**src/rtl/alu_serial_sequencer_pkg.sv**
```systemverilog
// Shared encodings for the bit-serial ALU sequencer.
// Op codes follow the slice's {binv, sel[1:0]} layout.
package alu_serial_sequencer_pkg;

  typedef enum logic [1:0] {
    IDLE = 2'd0,
    RUN  = 2'd1,
    DONE = 2'd2
  } state_t;

  localparam logic [2:0] OP_AND = 3'b000;
  localparam logic [2:0] OP_OR  = 3'b001;
  localparam logic [2:0] OP_ADD = 3'b010;
  localparam logic [2:0] OP_SUB = 3'b110;
  localparam logic [2:0] OP_SLT = 3'b111;

  function automatic logic ovf_op(
    input logic [2:0] op
  );
    return op[1:0] == 2'b10;
  endfunction

endpackage

```
**src/rtl/alu_serial_sequencer_if.sv**
```systemverilog
// Request/flag bus plus one-bit slice bus.
// master is the issuer and slice; slave is the sequencer.
interface alu_serial_sequencer_if #(
  parameter int WIDTH = 8
);
  logic             start;
  logic [2:0]       op;
  logic [WIDTH-1:0] a;
  logic [WIDTH-1:0] b;
  logic             busy;
  logic             done;
  logic [WIDTH-1:0] result;
  logic             zero;
  logic             cout;
  logic             overflow;
  logic             s_a;
  logic             s_b;
  logic             s_cin;
  logic             s_less;
  logic [2:0]       s_op;
  logic             s_result;
  logic             s_cout;
  logic             s_set;

  modport master (
    output start, op, a, b,
    input  busy, done, result,
    input  zero, cout, overflow,
    input  s_a, s_b, s_cin,
    input  s_less, s_op,
    output s_result, s_cout, s_set
  );

  modport slave (
    input  start, op, a, b,
    output busy, done, result,
    output zero, cout, overflow,
    output s_a, s_b, s_cin,
    output s_less, s_op,
    input  s_result, s_cout, s_set
  );
endinterface

```
**src/rtl/alu_serial_sequencer.sv**
```systemverilog
// Steps one external ALU slice LSB-first over WIDTH bits,
// threading carry and fixing up SLT into result[0].
module alu_serial_sequencer
  import alu_serial_sequencer_pkg::*;
#(
  parameter int WIDTH = 8
) (
  input  logic clk,
  input  logic rst_n,
  alu_serial_sequencer_if.slave bus
);

  localparam int IW = $clog2(WIDTH);
  localparam logic [IW-1:0] LAST = IW'(WIDTH - 1);

  state_t           state;
  state_t           state_nxt;
  logic [IW-1:0]    idx;
  logic             carry;
  logic [WIDTH-1:0] a_q;
  logic [WIDTH-1:0] b_q;
  logic [2:0]       op_q;
  logic [WIDTH-1:0] res_q;
  logic [WIDTH-1:0] res_nxt;
  logic             zero_q;
  logic             cout_q;
  logic             ovf_q;
  logic             accept;
  logic             run;
  logic             last;

  always_ff @(posedge clk or negedge rst_n) begin
    if (!rst_n) state <= IDLE;
    else        state <= state_nxt;
  end

  always_comb begin
    state_nxt = state;
    unique case (state)
      IDLE:    if (bus.start) state_nxt = RUN;
      RUN:     if (idx == LAST) state_nxt = DONE;
      DONE:    state_nxt = IDLE;
      default: state_nxt = IDLE;
    endcase
  end

  always_comb begin
    run      = state == RUN;
    accept   = (state == IDLE) && bus.start;
    last     = run && (idx == LAST);
    bus.busy = state != IDLE;
    bus.done = state == DONE;
    bus.s_a    = run & a_q[idx];
    bus.s_b    = run & b_q[idx];
    bus.s_cin  = run & carry;
    bus.s_less = 1'b0;
    bus.s_op   = op_q;
  end

  // SLT: MSB sum bit becomes the whole answer, sampled MSB stays 0
  always_comb begin
    res_nxt      = res_q;
    res_nxt[idx] = bus.s_result;
    if (last && op_q == OP_SLT)
      res_nxt[0] = bus.s_set;
  end

  always_ff @(posedge clk or negedge rst_n) begin
    if (!rst_n) begin
      idx    <= '0;
      carry  <= 1'b0;
      a_q    <= '0;
      b_q    <= '0;
      op_q   <= '0;
      res_q  <= '0;
      zero_q <= 1'b0;
      cout_q <= 1'b0;
      ovf_q  <= 1'b0;
    end else if (accept) begin
      a_q    <= bus.a;
      b_q    <= bus.b;
      op_q   <= bus.op;
      carry  <= bus.op[2];
      idx    <= '0;
      res_q  <= '0;
      zero_q <= 1'b0;
      cout_q <= 1'b0;
      ovf_q  <= 1'b0;
    end else if (run) begin
      res_q <= res_nxt;
      carry <= bus.s_cout;
      idx   <= last ? '0 : idx + 1'b1;
      if (last) begin
        zero_q <= res_nxt == '0;
        cout_q <= op_q[1] & bus.s_cout;
        ovf_q  <= ovf_op(op_q)
                & (carry ^ bus.s_cout);
      end
    end
  end

  assign bus.result   = res_q;
  assign bus.zero     = zero_q;
  assign bus.cout     = cout_q;
  assign bus.overflow = ovf_q;

endmodule

```
**src/flat_wrapper.sv**
```systemverilog
// flat-port wrapper written by rule: the top's interface ports become plain ports
module alu_serial_sequencer_flat import alu_serial_sequencer_pkg::*;
#(
  parameter int WIDTH = 8
)
  (clk, rst_n, bus_start, bus_op, bus_a, bus_b, bus_busy, bus_done, bus_result, bus_zero, bus_cout, bus_overflow, bus_s_a, bus_s_b, bus_s_cin, bus_s_less, bus_s_op, bus_s_result, bus_s_cout, bus_s_set);
  alu_serial_sequencer_if #(.WIDTH(WIDTH)) bus_i ();
  input  logic clk;
  input  logic rst_n;
  input wire logic [$bits(bus_i.start)-1:0] bus_start;
  input wire logic [$bits(bus_i.op)-1:0] bus_op;
  input wire logic [$bits(bus_i.a)-1:0] bus_a;
  input wire logic [$bits(bus_i.b)-1:0] bus_b;
  output wire logic [$bits(bus_i.busy)-1:0] bus_busy;
  output wire logic [$bits(bus_i.done)-1:0] bus_done;
  output wire logic [$bits(bus_i.result)-1:0] bus_result;
  output wire logic [$bits(bus_i.zero)-1:0] bus_zero;
  output wire logic [$bits(bus_i.cout)-1:0] bus_cout;
  output wire logic [$bits(bus_i.overflow)-1:0] bus_overflow;
  output wire logic [$bits(bus_i.s_a)-1:0] bus_s_a;
  output wire logic [$bits(bus_i.s_b)-1:0] bus_s_b;
  output wire logic [$bits(bus_i.s_cin)-1:0] bus_s_cin;
  output wire logic [$bits(bus_i.s_less)-1:0] bus_s_less;
  output wire logic [$bits(bus_i.s_op)-1:0] bus_s_op;
  input wire logic [$bits(bus_i.s_result)-1:0] bus_s_result;
  input wire logic [$bits(bus_i.s_cout)-1:0] bus_s_cout;
  input wire logic [$bits(bus_i.s_set)-1:0] bus_s_set;
  assign bus_i.start = bus_start;
  assign bus_i.op = bus_op;
  assign bus_i.a = bus_a;
  assign bus_i.b = bus_b;
  assign bus_busy = bus_i.busy;
  assign bus_done = bus_i.done;
  assign bus_result = bus_i.result;
  assign bus_zero = bus_i.zero;
  assign bus_cout = bus_i.cout;
  assign bus_overflow = bus_i.overflow;
  assign bus_s_a = bus_i.s_a;
  assign bus_s_b = bus_i.s_b;
  assign bus_s_cin = bus_i.s_cin;
  assign bus_s_less = bus_i.s_less;
  assign bus_s_op = bus_i.s_op;
  assign bus_i.s_result = bus_s_result;
  assign bus_i.s_cout = bus_s_cout;
  assign bus_i.s_set = bus_s_set;
  alu_serial_sequencer #(.WIDTH(WIDTH)) u_core (.clk(clk), .rst_n(rst_n), .bus(bus_i));
endmodule
```
**config.mk**
```make
export PLATFORM = sky130hd
export DESIGN_NAME = alu_serial_sequencer_flat
export DESIGN_NICKNAME = d
export VERILOG_FILES = /design/src/rtl/alu_serial_sequencer_pkg.sv /design/src/rtl/alu_serial_sequencer_if.sv /design/src/rtl/alu_serial_sequencer.sv /design/src/flat_wrapper.sv
export SDC_FILE = /design/constraint.sdc
export NUM_CORES = 1
export LEC_CHECK = 0
export ABC_AREA = 1
export CAP_MARGIN = 5
export CORE_MARGIN = 1.5
export CORE_UTILIZATION = 49
export DETAILED_ROUTE_END_ITERATION = 7
export PLACE_DENSITY = 0.79
export SETUP_SLACK_MARGIN = 0.02
export SYNTH_ARGS = -nofsm -noshare
export SYNTH_HDL_FRONTEND = slang
export SYNTH_SLANG_ARGS = --single-unit
```
**constraint.sdc**
```tcl
create_clock -name clk -period 1.7 [get_ports clk]
set_input_delay 0.425 -clock clk [delete_from_list [all_inputs] [get_ports clk]]
set_output_delay 0.425 -clock clk [all_outputs]
set_load 0.1 [all_outputs]
```
==> Flow_metrics.wiki, run 1 <==
=== Physical design figures ===
{| class="wikitable"
! Metric !! Value
|-
| Met2 routed WL || around 2200 µm
|-
| Logic depth of the worst path, buffers included || 7
|-
| Area after DPL || 2577 µm²
|-
| Data required time at the worst endpoint || about 1.3 ns
|-
| Final Skew || a little over 0.007 ns
|-
| Share of synthesized area occupied by flip-flops and latches || between 40% and 50%
|-
| Final design instance area without fill || about 2800 µm²
|-
| Part of the cycle the worst path needs || 118.5%
|-
| Met3 routed wirelength || approximately 260 µm
|-
| Diodes inserted || 0
|-
| Root buffer cell || sky130_fd_sc_hd__clkbuf_8
|-
| Fmax || approximately 500 MHz
|-
| Failing checks || setup timing
|-
| Setup-failing EPs final || 2
|-
| Post-Place Worst Slack || -0.01208 ns
|-
| Worst path cell trace || buf_6 -> inv_8 -> nand2_1 -> a21oi_2 -> o21ai_2 -> a21oi_4 -> buf_12
|-
| Slowest cell delay on critical path || around 0.40 ns
|-
| Run status || complete, but fails checks
|-
| Iter 0 DRT Violations || approximately 120
|-
| Synth Flop Type || sky130_fd_sc_hd__dfrtp_1
|-
| Top comb family, area || simple AND/OR/NAND/NOR gates
|-
| And-or/or-and share of the synthesized area || roughly a tenth
|-
| Setup slack of the most critical reg-to-reg path || around 0.15 ns
|-
| CP Max Fanout || 6
|-
| TritonCTS clock tree || done
|-
| Cell with the biggest individual delay on the critical path || sky130_fd_sc_hd__dfrtp_1
|-
| Fp util || 50.65%
|-
| Simple logic cell fraction of the synthesized area || just under 30%
|-
| Proportion of layout cells with a drive suffix above 1 || between 20 and 30%
|-
| Slack of the critical path || -0.3139 ns
|}
run 1: state kept, by name (all words and copies together), names as in the netlist:
| name | count |
|---|---|
| u_core.idx | 3 |
| u_core.bus.result | 8 |
| u_core.a_q | 8 |
| u_core.bus.overflow | 1 |
| u_core.bus.s_op | 3 |
| u_core.carry | 1 |
| u_core.b_q | 8 |
| u_core.state | 2 |
| u_core.bus.cout | 1 |
| u_core.bus.zero | 1 |
run 1: area by class of cell:
class	instances	area [µm²]	share of cell area (%)
repair buffers	57	758.2	27.45
flip-flops and latches	36	902.1	32.65
well taps	48	60.06	2.174
multi-input cells	168	860.8	31.16
repair inverters	1	8.758	0.3170
inverters	20	82.58	2.989
clock buffers	8	90.09	3.261
### Logic cells by family, run 1

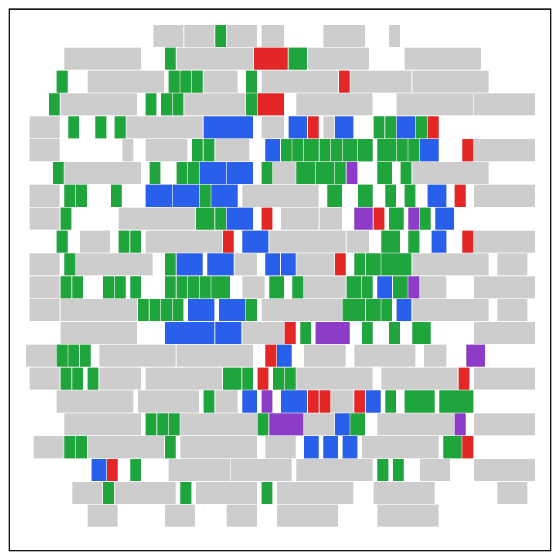
legend:
  inverting AOI/OAI gates:
    color: blue
    cells: 35
    most_used: a21oi_2
  NOR gates:
    color: purple
    cells: 9
    most_used: nor2_1
  NAND gates:
    color: green
    cells: 120
    most_used: nand2_1
  inverters:
    color: red
    cells: 21
    most_used: inv_1
combinational fraction of the cell area: 31.16%
most instantiated logic cell after routing: sky130_fd_sc_hd__nand2_1
number of cells in the finished layout apart from fillers: 338

### Wiring by layer, run 1

Only two layers are drawn.
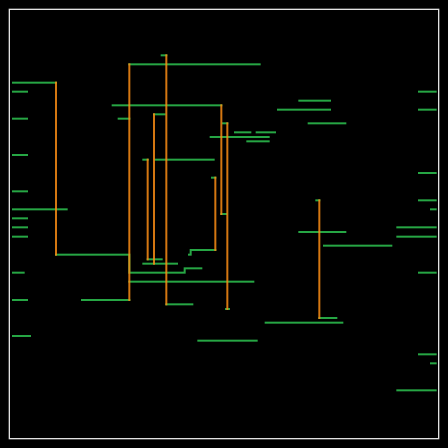
legend:
  met3:
    color: green
    wire_length: 262 µm
  met4:
    color: orange
    wire_length: 209 µm
mean routed wirelength per cell: 12.98 µm
routed vias: 1788

### Where the registers sit, run 1

Scale bar: 20 µm.
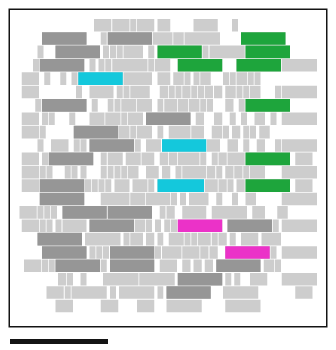
legend:
  `u_core.bus.result`:
    color: green
    sequential_cells: 8
    where: north-east
  `u_core.state`:
    color: magenta
    sequential_cells: 2
  `u_core.idx`:
    color: cyan
    sequential_cells: 3
sequential fraction of total cell area: 32.65%

### Routing congestion, run 1

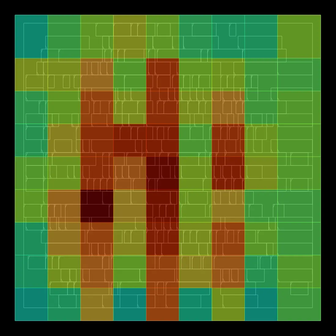

==> run 2: changes to the inputs <==
PLACE_DENSITY = unset   (was 0.79)
PLACE_DENSITY_LB_ADDON = 0.12   (was unset)
### Routing congestion, run 2

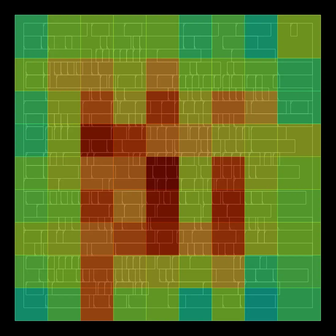
total routing usage reported by global routing: 24.50%
Layout Utilization: 77.69%
mean routed wirelength per cell: 13.89 µm
met3 GRT Util: 5.282%

==> run 2 against run 1 <==
The flow still finishes with violations (setup timing). Sequential share of layout area fell by 0.69 points. Via count fell by 1.8%. Die size unchanged. Design area increased by 2.2%. Non-clock buffer count is 6 higher. Hold slack worse by 0.0012 ns. Fmax is 0.16% lower. Critical path type unchanged.
==> Flow_metrics.wiki, run 2 <==
=== Physical design figures ===
{| class="wikitable"
! Metric !! Value
|-
| Gate family responsible for the most delay along the worst path || flip-flops
|-
| Run status || complete, but fails checks
|-
| Sequential fraction of total cell area || 31.96%
|-
| Global-route wire length before repair || ~7800 µm
|-
| # Taps || approximately 48
|-
| CP Max Fanout || 5
|-
| Area of all sequential standard cells || between 900 and 1000 µm²
|-
| Number of logic inverters in the finished layout || 21
|-
| Num sequential || 36
|-
| Cell with the biggest individual delay on the critical path || sky130_fd_sc_hd__dfrtp_2
|-
| Area after DPL || about 2600 µm²
|-
| Setup slack of the most critical reg-to-reg path || -0.01 ns
|-
| Number of cells in the finished layout apart from fillers || 344
|-
| Root buffer cell || sky130_fd_sc_hd__clkbuf_8
|-
| Slowest cell delay on critical path || 0.46 ns
|-
| Post-Place Worst Slack || -0.07046 ns
|-
| Minimum hold slack || approximately 0.48 ns
|-
| Multi-input gate area || slightly below 900 µm²
|-
| Logic depth of the worst path, buffers included || 6
|-
| Failing checks || setup timing
|-
| Final design instance area without fill || 2823 µm²
|-
| Clock-cell share || between 3 and 4%
|-
| Routed vias || between 1500 and 2000
|-
| Combinational fraction of the cell area || around 31%
|-
| Iter 0 DRT Violations || approximately 120
|-
| Most instantiated logic cell after routing || sky130_fd_sc_hd__nand2_1
|-
| Data required time at the worst endpoint || between 1 and 1.5 ns
|-
| Non-clock buffer share || roughly 29%
|-
| Diodes inserted || 0
|-
| Slack of the critical path || -0.3171 ns
|-
| Share of synthesized area occupied by flip-flops and latches || 48.95%
|-
| Top post-synthesis cells by count || 97 x sky130_fd_sc_hd__nand2_1, 36 x sky130_fd_sc_hd__dfrtp_1, 16 x sky130_fd_sc_hd__inv_1
|-
| Fmax || 495.8 MHz
|-
| Height of the die || ~64 µm
|-
| Worst path cell trace || buf_6 -> nand2_1 -> a21oi_2 -> o21ai_2 -> a21oi_4 -> buf_12
|-
| TritonCTS clock tree || done
|-
| Proportion of layout cells with a drive suffix above 1 || around 29%
|-
| Fp util || ~51%
|-
| Capture point of the critical path || bus_s_b
|-
| Total of clock buffers placed in the layout || 6
|-
| Number of cell instances on the worst register-to-register path || 11
|-
| Synth Flop Type || sky130_fd_sc_hd__dfrtp_1
|-
| Dominant class by area || flip-flops and latches
|-
| Sink count of the clock tree || 36
|-
| Setup-failing EPs final || 3
|-
| Final Skew || between 0.004 and 0.005 ns
|}
run 2: kinds of logic (layout without fill, tap and decap cells):
kind of cell	count (synthesis)	after routing	share of synthesized area [%]
and+or+nand+nor	129	129	29.57
AOI/OAI and AO/OA	36	36	10.61
DFF	36	36	48.95
buffers and inverters	31	92	9.313
adders and majority gates	2	2	1.359
other	1	1	0.2037
run 2: metal layers:
metal  vias up  share of wire, %
met1       811                41
met4         0               1.7
met2        64                52
met5         -                 0
met3         9               5.1
li1        871                 -
